`src/rtl/exc_sequencer_pkg.sv`:
```
// ---------------------------------------------------------------------------
// exc_sequencer_pkg
//   Shared definitions for the exception/interrupt entry-return sequencer:
//   sequencer state encoding, default handler / reset addresses, the width
//   of the post-redirect drain counter, the Cause.ExcCode values the
//   sequencer produces or passes through, and the committed-PC helper used
//   for delay-slot victims.
// ---------------------------------------------------------------------------
package exc_sequencer_pkg;

  typedef enum logic [1:0] {
    ST_IDLE   = 2'd0,
    ST_ENTER  = 2'd1,
    ST_RETURN = 2'd2,
    ST_DRAIN  = 2'd3
  } exc_state_e;

  localparam logic [31:0] HANDLER_ADDR_DEFAULT = 32'h0000_4180;
  localparam logic [31:0] RESET_PC_DEFAULT     = 32'h0000_3000;

  // Drain lengths 1..7 fit in three bits.
  localparam int unsigned DRAIN_W = 3;

  // Cause.ExcCode values (bits [6:2] of Cause).
  localparam logic [4:0] EXC_INT  = 5'd0;
  localparam logic [4:0] EXC_ADEL = 5'd4;
  localparam logic [4:0] EXC_ADES = 5'd5;
  localparam logic [4:0] EXC_RI   = 5'd10;
  localparam logic [4:0] EXC_OV   = 5'd12;

  // An instruction in a branch delay slot is restarted from its branch,
  // which sits one word earlier. Arithmetic wraps modulo 2^32.
  function automatic logic [31:0] commit_pc(input logic [31:0] pc,
                                            input logic        bd);
    return bd ? (pc - 32'd4) : pc;
  endfunction

endpackage

```
`src/rtl/exc_drain_timer.sv`:
```
// ---------------------------------------------------------------------------
// exc_drain_timer
//   Down-counter that times the quiet period after a redirect.
//   Ports:
//     Clock       in   system clock, rising edge
//     Reset       in   asynchronous active-high reset (count -> 0)
//     load        in   load load_value on the next edge
//     load_value  in   number of cycles to count
//     done        out  high during the last counted cycle (count == 1)
//   After a load of N the counter spends N cycles non-zero; done marks the
//   N-th of them, so the caller leaves its wait state on that edge.
// ---------------------------------------------------------------------------
module exc_drain_timer
  import exc_sequencer_pkg::*;
(
  input  logic               Clock,
  input  logic               Reset,
  input  logic               load,
  input  logic [DRAIN_W-1:0] load_value,
  output logic               done
);

  logic [DRAIN_W-1:0] count;

  // NOTE: registers are written with non-blocking assignments so every flop
  // samples the values from before the edge, independent of block order.
  always_ff @(posedge Clock or posedge Reset) begin
    if (Reset) begin
      count <= '0;
    end else if (load) begin
      count <= load_value;
    end else if (count != '0) begin
      count <= count - DRAIN_W'(1);
    end
  end

  assign done = (count == DRAIN_W'(1));

endmodule

```
`src/rtl/exc_sequencer.sv`:
```
// ---------------------------------------------------------------------------
// exc_sequencer
//   Sequences exception/interrupt entry and ERET return for a MIPS-style
//   pipeline. A taken interrupt or M-stage exception produces one ENTER
//   cycle (EXL set, Cause/EPC data, flush, redirect to the handler); a taken
//   ERET produces one RETURN cycle (EXL clear, flush, redirect to EPC).
//   Either is followed by DRAIN_CYCLES cycles in which new requests are
//   ignored, giving the refetched pipeline time to settle.
//
//   Parameters:
//     HANDLER_ADDR  handler entry address
//     RESET_PC      reset value of the last-committed-PC tracker
//     DRAIN_CYCLES  quiet cycles after each redirect, legal range 1..7
//   Ports:
//     Clock, Reset        clock (rising edge), async active-high reset
//     IntReq              level interrupt request from CP0 status logic
//     MExc, MExcCode      M-stage exception valid and its code
//     MEret               M-stage ERET
//     MValid, MPC, MBD    M-stage holds a real instruction, its PC, BD flag
//     EPC                 current EPC register value
//     ExlSet, ExlClr      one-cycle strobes to CP0
//     ExcCode, VictimPC,  Cause.ExcCode, EPC value and Cause.BD written
//     BD                    with ExlSet
//     Flush, Redirect,    pipeline kill, fetch redirect and its target
//     RedirectPC
//     Busy                sequencer not idle
//   Every output is a flop; nothing passes combinationally from an input.
// ---------------------------------------------------------------------------
module exc_sequencer
  import exc_sequencer_pkg::*;
#(
  parameter logic [31:0] HANDLER_ADDR = HANDLER_ADDR_DEFAULT,
  parameter logic [31:0] RESET_PC     = RESET_PC_DEFAULT,
  parameter int unsigned DRAIN_CYCLES = 3
) (
  input  logic        Clock,
  input  logic        Reset,
  input  logic        IntReq,
  input  logic        MExc,
  input  logic [6:2]  MExcCode,
  input  logic        MEret,
  input  logic        MValid,
  input  logic [31:0] MPC,
  input  logic        MBD,
  input  logic [31:0] EPC,
  output logic        ExlSet,
  output logic        ExlClr,
  output logic [6:2]  ExcCode,
  output logic [31:0] VictimPC,
  output logic        BD,
  output logic        Flush,
  output logic        Redirect,
  output logic [31:0] RedirectPC,
  output logic        Busy
);

  localparam logic [DRAIN_W-1:0] DRAIN_LOAD = DRAIN_W'(DRAIN_CYCLES);

  exc_state_e  state;
  exc_state_e  state_nxt;
  logic [31:0] last_pc;
  logic        drain_load;
  logic        drain_done;

  // Values the output flops take on the coming edge.
  logic        exl_set_nxt;
  logic        exl_clr_nxt;
  logic [6:2]  exc_code_nxt;
  logic [31:0] victim_pc_nxt;
  logic        bd_nxt;
  logic        flush_nxt;
  logic        redirect_nxt;
  logic [31:0] redirect_pc_nxt;

  exc_drain_timer u_drain_timer (
    .Clock      (Clock),
    .Reset      (Reset),
    .load       (drain_load),
    .load_value (DRAIN_LOAD),
    .done       (drain_done)
  );

  // Last committed PC: used as the victim when an interrupt arrives while the
  // M stage holds a bubble, so EPC points at the next instruction to run.
  always_ff @(posedge Clock or posedge Reset) begin
    if (Reset) begin
      last_pc <= RESET_PC;
    end else if (MValid) begin
      last_pc <= commit_pc(MPC, MBD);
    end
  end

  // Next state and next output values. Outputs are decided on the edge that
  // enters a state, so ENTER/RETURN strobes appear in that state's cycle.
  always_comb begin
    // NOTE: every signal assigned here gets a default first, so no path
    // through the case can leave one unassigned and infer a latch.
    state_nxt       = state;
    drain_load      = 1'b0;
    exl_set_nxt     = 1'b0;
    exl_clr_nxt     = 1'b0;
    exc_code_nxt    = '0;
    victim_pc_nxt   = '0;
    bd_nxt          = 1'b0;
    flush_nxt       = 1'b0;
    redirect_nxt    = 1'b0;
    redirect_pc_nxt = '0;

    unique case (state)
      ST_IDLE: begin
        // Priority: interrupt, then exception, then ERET; losers are dropped.
        if (IntReq || (MExc && MValid)) begin
          state_nxt       = ST_ENTER;
          exl_set_nxt     = 1'b1;
          flush_nxt       = 1'b1;
          redirect_nxt    = 1'b1;
          redirect_pc_nxt = HANDLER_ADDR;
          exc_code_nxt    = IntReq ? EXC_INT : MExcCode;
          if (MValid) begin
            victim_pc_nxt = commit_pc(MPC, MBD);
            bd_nxt        = MBD;
          end else begin
            victim_pc_nxt = last_pc + 32'd4;
          end
        end else if (MEret && MValid) begin
          state_nxt       = ST_RETURN;
          exl_clr_nxt     = 1'b1;
          flush_nxt       = 1'b1;
          redirect_nxt    = 1'b1;
          redirect_pc_nxt = EPC;
        end
      end
      ST_ENTER, ST_RETURN: begin
        state_nxt  = ST_DRAIN;
        drain_load = 1'b1;
      end
      ST_DRAIN: begin
        if (drain_done) begin
          state_nxt = ST_IDLE;
        end
      end
      default: begin
        state_nxt = ST_IDLE;
      end
    endcase
  end

  // State and output registers. Reset clears the outputs asynchronously, so
  // a reset landing in ENTER or RETURN cuts the strobe within the cycle.
  always_ff @(posedge Clock or posedge Reset) begin
    if (Reset) begin
      state      <= ST_IDLE;
      ExlSet     <= 1'b0;
      ExlClr     <= 1'b0;
      ExcCode    <= '0;
      VictimPC   <= '0;
      BD         <= 1'b0;
      Flush      <= 1'b0;
      Redirect   <= 1'b0;
      RedirectPC <= '0;
      Busy       <= 1'b0;
    end else begin
      state      <= state_nxt;
      ExlSet     <= exl_set_nxt;
      ExlClr     <= exl_clr_nxt;
      ExcCode    <= exc_code_nxt;
      VictimPC   <= victim_pc_nxt;
      BD         <= bd_nxt;
      Flush      <= flush_nxt;
      Redirect   <= redirect_nxt;
      RedirectPC <= redirect_pc_nxt;
      Busy       <= (state_nxt != ST_IDLE);
    end
  end

endmodule

```
`config.mk`:
```
export PLATFORM = sky130hd
export DESIGN_NAME = exc_sequencer
export DESIGN_NICKNAME = d
export VERILOG_FILES = /design/src/rtl/exc_sequencer_pkg.sv /design/src/rtl/exc_drain_timer.sv /design/src/rtl/exc_sequencer.sv
export SDC_FILE = /design/constraint.sdc
export NUM_CORES = 1
export LEC_CHECK = 0
export CAP_MARGIN = 40
export CORE_MARGIN = 2
export CORE_UTILIZATION = 29
export CTS_CLUSTER_SIZE = 20
export DETAILED_ROUTE_END_ITERATION = 10
export PLACE_DENSITY_LB_ADDON = 0.08
export SLEW_MARGIN = 20
export SYNTH_ARGS = -nofsm -noshare
export SYNTH_HDL_FRONTEND = slang
export SYNTH_SLANG_ARGS = --single-unit
```
`constraint.sdc`:
```
create_clock -name Clock -period 9.3 [get_ports Clock]
set_clock_uncertainty 0.1 [all_clocks]
set_input_delay 1.86 -clock Clock [delete_from_list [all_inputs] [get_ports Clock]]
set_output_delay 1.86 -clock Clock [all_outputs]
set_load 0.01 [all_outputs]
```
Figure 1. PDN straps and rails (run 1).
Scale: 3 px per um. Pins as bars on the die edge. Tap cells in gray.
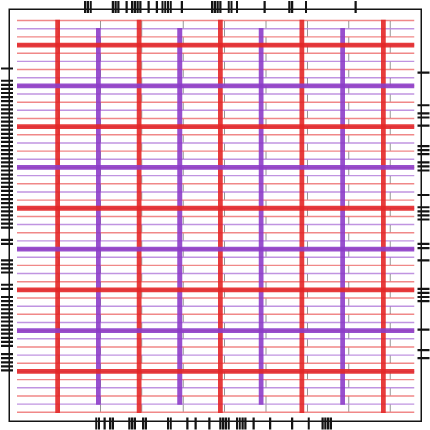
- VDD: purple
- VSS: red
- met4 straps: 9
- met5 straps: 9
largest vdd supply drop: 111 uV
Die X-Extent: 137 um
CORE AREA: 17300 um2
die height: 137 um

Figure 2. Cells colored by class (run 1).
Scale: 3 px per um. Fill, decap, tap and diode cells in gray.
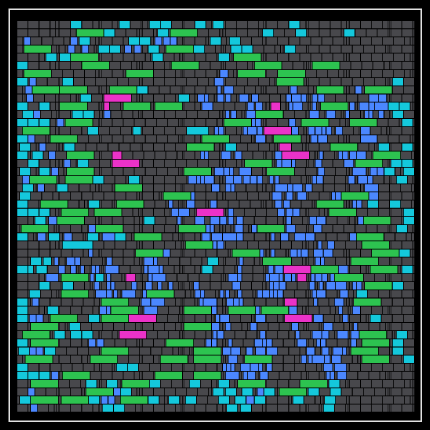
- clock drivers and dummy loads: magenta (cells 16; share of their area 4.2%)
- all other logic: blue (cells 355; share of their area 32%)
- flops: green (cells 111; share of their area 41%)
- other buffers and delay cells: cyan (cells 155; share of their area 23%)

Figure 3. Clock distribution (run 1).
Scale: 3 px per um.
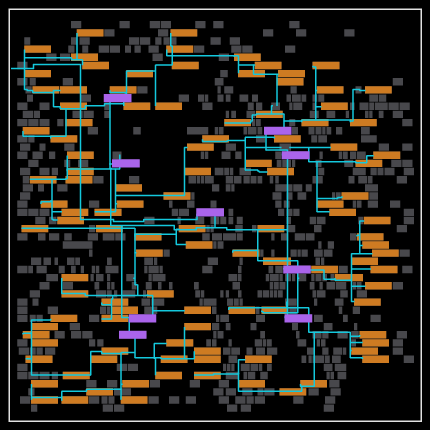
- cells driving clock nets: purple (count 9)
- flip-flops: orange (count 111)
- clock wires: cyan (length 1550 um)
- routed clock nets: 10
power consumed by the clock network: 0.385 mW
Clock power frac: 0.293
source-to-sink clock delay at the later pin of the worst-skew pair: 0.35 ns

==> flow report, run 1 <==
GRT
--------------------------------------------------------------------------------
GR Util met1                                                               0.205
Number of antenna violations at the first check in global routing              0

LOGIC SYNTHESIS
--------------------------------------------------------------------------------
Synth mux share                                                           0.0122
Number of synthesis warnings                                                   0
Ys flop type                                                        sky130_fd_sc_hd__dfrtp_1
Post-synthesis async set-or-reset flop share                                1.00
Most frequent cell after synthesis                                  sky130_fd_sc_hd__dfrtp_1

CELLS AND AREA
--------------------------------------------------------------------------------
Non-filler instance count after layout                                       862
N_diodes                                                                       0
Non-clock buffering overhead in the final layout                           0.219
Syn-to-layout area delta                                                   39.7%
Util after Layout                                                          0.413
Combinational share of cell area                                           0.305
FILL cells                                                                  1707
Number of clock buffers in the layout                                          9

CRITICAL PATH
--------------------------------------------------------------------------------
CP arrival                                                               4.52 ns
Critical Path RT                                                         9.41 ns
Max stage delay cell, worst path                                    sky130_fd_sc_hd__or4_1
Largest stage delay on the critical path                                 0.88 ns
Worst setup startpoint                                                       MBD
Crit path to                                                        VictimPC[27]$_DFF_PP0_
End of the worst register-to-register path                          VictimPC[14]$_DFF_PP0_
R2R depth                                                                      6

TIMING
--------------------------------------------------------------------------------
Final setup violation count                                                    0
Final hold vios                                                                0
RSZ-0062 raised after global routing                                          no

CLOCKING
--------------------------------------------------------------------------------
Count of clock tree sinks                                                    111
TritonCTS clock tree                                                         yes
Total CTS buffers                                                              9

DETAILED ROUTING
--------------------------------------------------------------------------------
Wirelength, routed                                                       13.8 mm
Detailed-routing iteration count for the pre-antenna-repair pass               4
DRC Markers                                                                    0

MIN PATH
--------------------------------------------------------------------------------
Worst hold stages                                                              1
Hold crit path type                                                   reg -> reg

PLACEMENT
--------------------------------------------------------------------------------
Final HPWL DP                                                            9.78 mm
Final weighted congestion in routability-driven placement                  0.776

JOB
--------------------------------------------------------------------------------
Number of warnings in the stage logs                                          29
# Max-Cap Violations                                                           0

DIE
--------------------------------------------------------------------------------
Chip footprint                                                         18700 um2

PWR
--------------------------------------------------------------------------------
Internal Dissipation                                                    0.914 mW
Switching component of the power                                        0.400 mW
Combinational group power                                               0.344 mW
Net switching fraction of the power                                        0.305
Total power                                                              1.31 mW

RUN STATUS
--------------------------------------------------------------------------------
Status                                                              finished, final reports clean

[run 1: registers in the layout, summed over array words and instances, names as in the netlist]
| signal | cells |
|---|---|
| last_pc | 32 |
| u_drain_timer.count | 3 |
| RedirectPC | 32 |
| ExlSet | 1 |
| Busy | 1 |
| state | 2 |
| ExcCode | 5 |
| ExlClr | 1 |
| BD | 1 |
| Redirect | 1 |
| VictimPC | 32 |
[run 1: cells in the final DEF, fill, tap and decap left out, types with 9 or more instances in the layout]
master                              n
sky130_fd_sc_hd__nand3_1            9
sky130_fd_sc_hd__inv_1             11
sky130_fd_sc_hd__clkdlybuf4s50_1  149
sky130_fd_sc_hd__o22ai_1           12
sky130_fd_sc_hd__nor3_1            11
sky130_fd_sc_hd__dfrtp_1          109
sky130_fd_sc_hd__nand2_1           33
sky130_fd_sc_hd__xor2_1            20
sky130_fd_sc_hd__clkbuf_16          9
sky130_fd_sc_hd__a21oi_1           24
sky130_fd_sc_hd__nand4_1           11
sky130_fd_sc_hd__o21a_1            10
sky130_fd_sc_hd__nor2_1            51
sky130_fd_sc_hd__xnor2_1           27
sky130_fd_sc_hd__and2_1            39
sky130_fd_sc_hd__and3_1            10
sky130_fd_sc_hd__o21ai_0           11
[run 1: metal layers]
metal / share of wire / vias up
met5: 0 / -
met4: 0.011 / 0
met3: 0.072 / 10
met2: 0.46 / 113
met1: 0.46 / 1986
li1: - / 1978
[run 1: critical path: cells and delay by family]
kind,cells,cell delay [ns]
buffers and inverters,1,0.60
and+or+nand+nor,3,1.75
AOI/OAI and AO/OA,1,0.12
xor gates and xnor gates,1,0.18
==> run 1 -> run 2 <==
==> constraint.sdc (replaced) <==
create_clock -name Clock -period 4.5 [get_ports Clock]
set_clock_uncertainty 0.1 [all_clocks]
set_input_delay 0.9 -clock Clock [delete_from_list [all_inputs] [get_ports Clock]]
set_output_delay 0.9 -clock Clock [all_outputs]
set_load 0.01 [all_outputs]
Figure 4. Clock distribution (run 2).
Scale: 3 px per um.
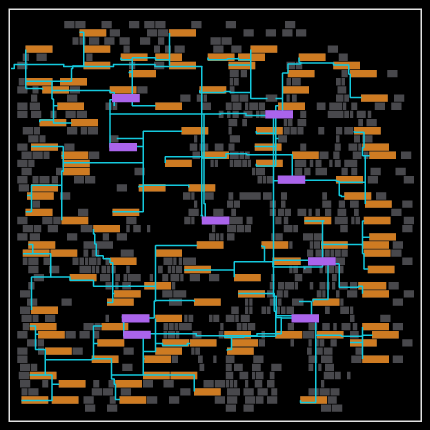
- cells driving clock nets: purple (count 9)
- clock wires: cyan (length 1640 um)
- flip-flops: orange (count 111)
- flops lie: all over the die
- routed clock nets: 10

==> run 2 against run 1 <==
  * Sequential share of layout area fell by 0.068 points
  * Cell area increased by 0.18%
  * Hold slack worse by 0.011 ns
  * First-iteration DRC count shrank 1.5%
  * Sequential power is 110% higher
  * Sequential cell count did not move
  * Critical path depth did not move
  * Register-to-register slack worse by 4.6 ns
  * Global-route usage grew 0.56 points
  * Clock power grew 110%
  * Synthesized cell count unchanged
  * Utilization rose by 0.072 points
==> flow report, run 2 <==
RUN STATUS
--------------------------------------------------------------------------------
Status                                                              finished, final reports clean

MIN PATH
--------------------------------------------------------------------------------
Hold crit path type                                                   reg -> reg

TIMING
--------------------------------------------------------------------------------
Final hold vios                                                                0   unchanged
Final setup violation count                                                    0   unchanged

LOGIC SYNTHESIS
--------------------------------------------------------------------------------
Ys flop type                                                        sky130_fd_sc_hd__dfrtp_1
Post-synthesis async set-or-reset flop share                                1.00   unchanged
Most frequent cell after synthesis                                  sky130_fd_sc_hd__dfrtp_1
Synth mux share                                                           0.0122   unchanged

JOB
--------------------------------------------------------------------------------
Number of warnings in the stage logs                                          29   unchanged

GRT
--------------------------------------------------------------------------------
Number of antenna violations at the first check in global routing              0   unchanged

DIE
--------------------------------------------------------------------------------
Die height                                                                137 um   unchanged
Chip footprint                                                         18700 um2   unchanged
Die X-Extent                                                              137 um   unchanged

PLACEMENT
--------------------------------------------------------------------------------
Final weighted congestion in routability-driven placement                  0.788   +1.5%
Final HPWL DP                                                            9.87 mm   +0.95%

CELLS AND AREA
--------------------------------------------------------------------------------
Util after Layout                                                          0.414   +0.000724
Number of clock buffers in the layout                                          9   unchanged
Most common cell after layout, fill and taps aside                  sky130_fd_sc_hd__clkdlybuf4s50_1
N_diodes                                                                       0   unchanged

CRITICAL PATH
--------------------------------------------------------------------------------
Critical Path RT                                                         4.62 ns   -4.79 ns

CLOCKING
--------------------------------------------------------------------------------
Total CTS buffers                                                              9   unchanged

DETAILED ROUTING
--------------------------------------------------------------------------------
DRC Markers                                                                    0   unchanged

Figure 5. Track usage over the die (run 2).
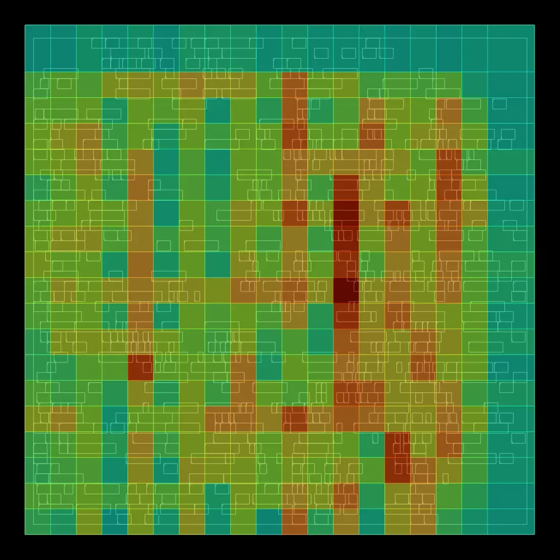
global-route usage over all layers: 0.159
routed length per placed instance: 16.3 um

run 2: cell count changes in the layout (fill, tap and decap cells not counted), sizes merged:
cell / change
buf: +1
clkbuf: +1
clkinv: -1
inv: +1
run 2: metal layers:
metal	wire length [um]	up-vias
li1	-	1973
met1	6150	1989
met2	6600	128
met3	1230	8
met4	139	0
met5	0	-
run 2: logic make-up after synthesis:
group	count (synthesis)
buffers and inverters	38
AND/OR/NAND/NOR	202
XOR/XNOR	47
flip-flops	111
multiplexers	6
AND-OR/OR-AND	81
adder cells (fa/ha/maj)	7
run 2: worst paths after layout:
path	endpoint	cells after the start	start	slack, ns
worst max-delay path	VictimPC[21]$_DFF_PP0_	6	MBD	1.07
worst min-delay path	u_drain_timer.count[1]$_DFFE_PP0P_	1	u_drain_timer.count[1]$_DFFE_PP0P_	0.39
worst max register to register	VictimPC[16]$_DFF_PP0_	6	state[0]$_DFF_PP0_	2.19
worst min register to register	u_drain_timer.count[1]$_DFFE_PP0P_	1	u_drain_timer.count[1]$_DFFE_PP0P_	0.39
max in group asynchronous	last_pc[12]$_DFFE_PP1P_	3	Reset	2.57
min in group asynchronous	RedirectPC[14]$_DFF_PP0_	2	Reset	0.93
run 2: worst max-delay path, stage by stage:
cell and delay, ns:
sky130_fd_sc_hd__clkdlybuf4s50_1 0.58, sky130_fd_sc_hd__or3b_1 0.50, sky130_fd_sc_hd__or4_1 0.86, sky130_fd_sc_hd__nor4_2 0.35, sky130_fd_sc_hd__mux2i_1 0.29, sky130_fd_sc_hd__a211oi_1 0.07
run 2: report_power, final:
part	switching, mW	leakage [nW]	internal, mW
Clock	0.415	0.145	0.391
Combinational	0.353	1.39	0.370
Sequential	0.0732	1.43	1.13
Total	0.841	2.96	1.89
Power is estimated from default activity; no workload was simulated.
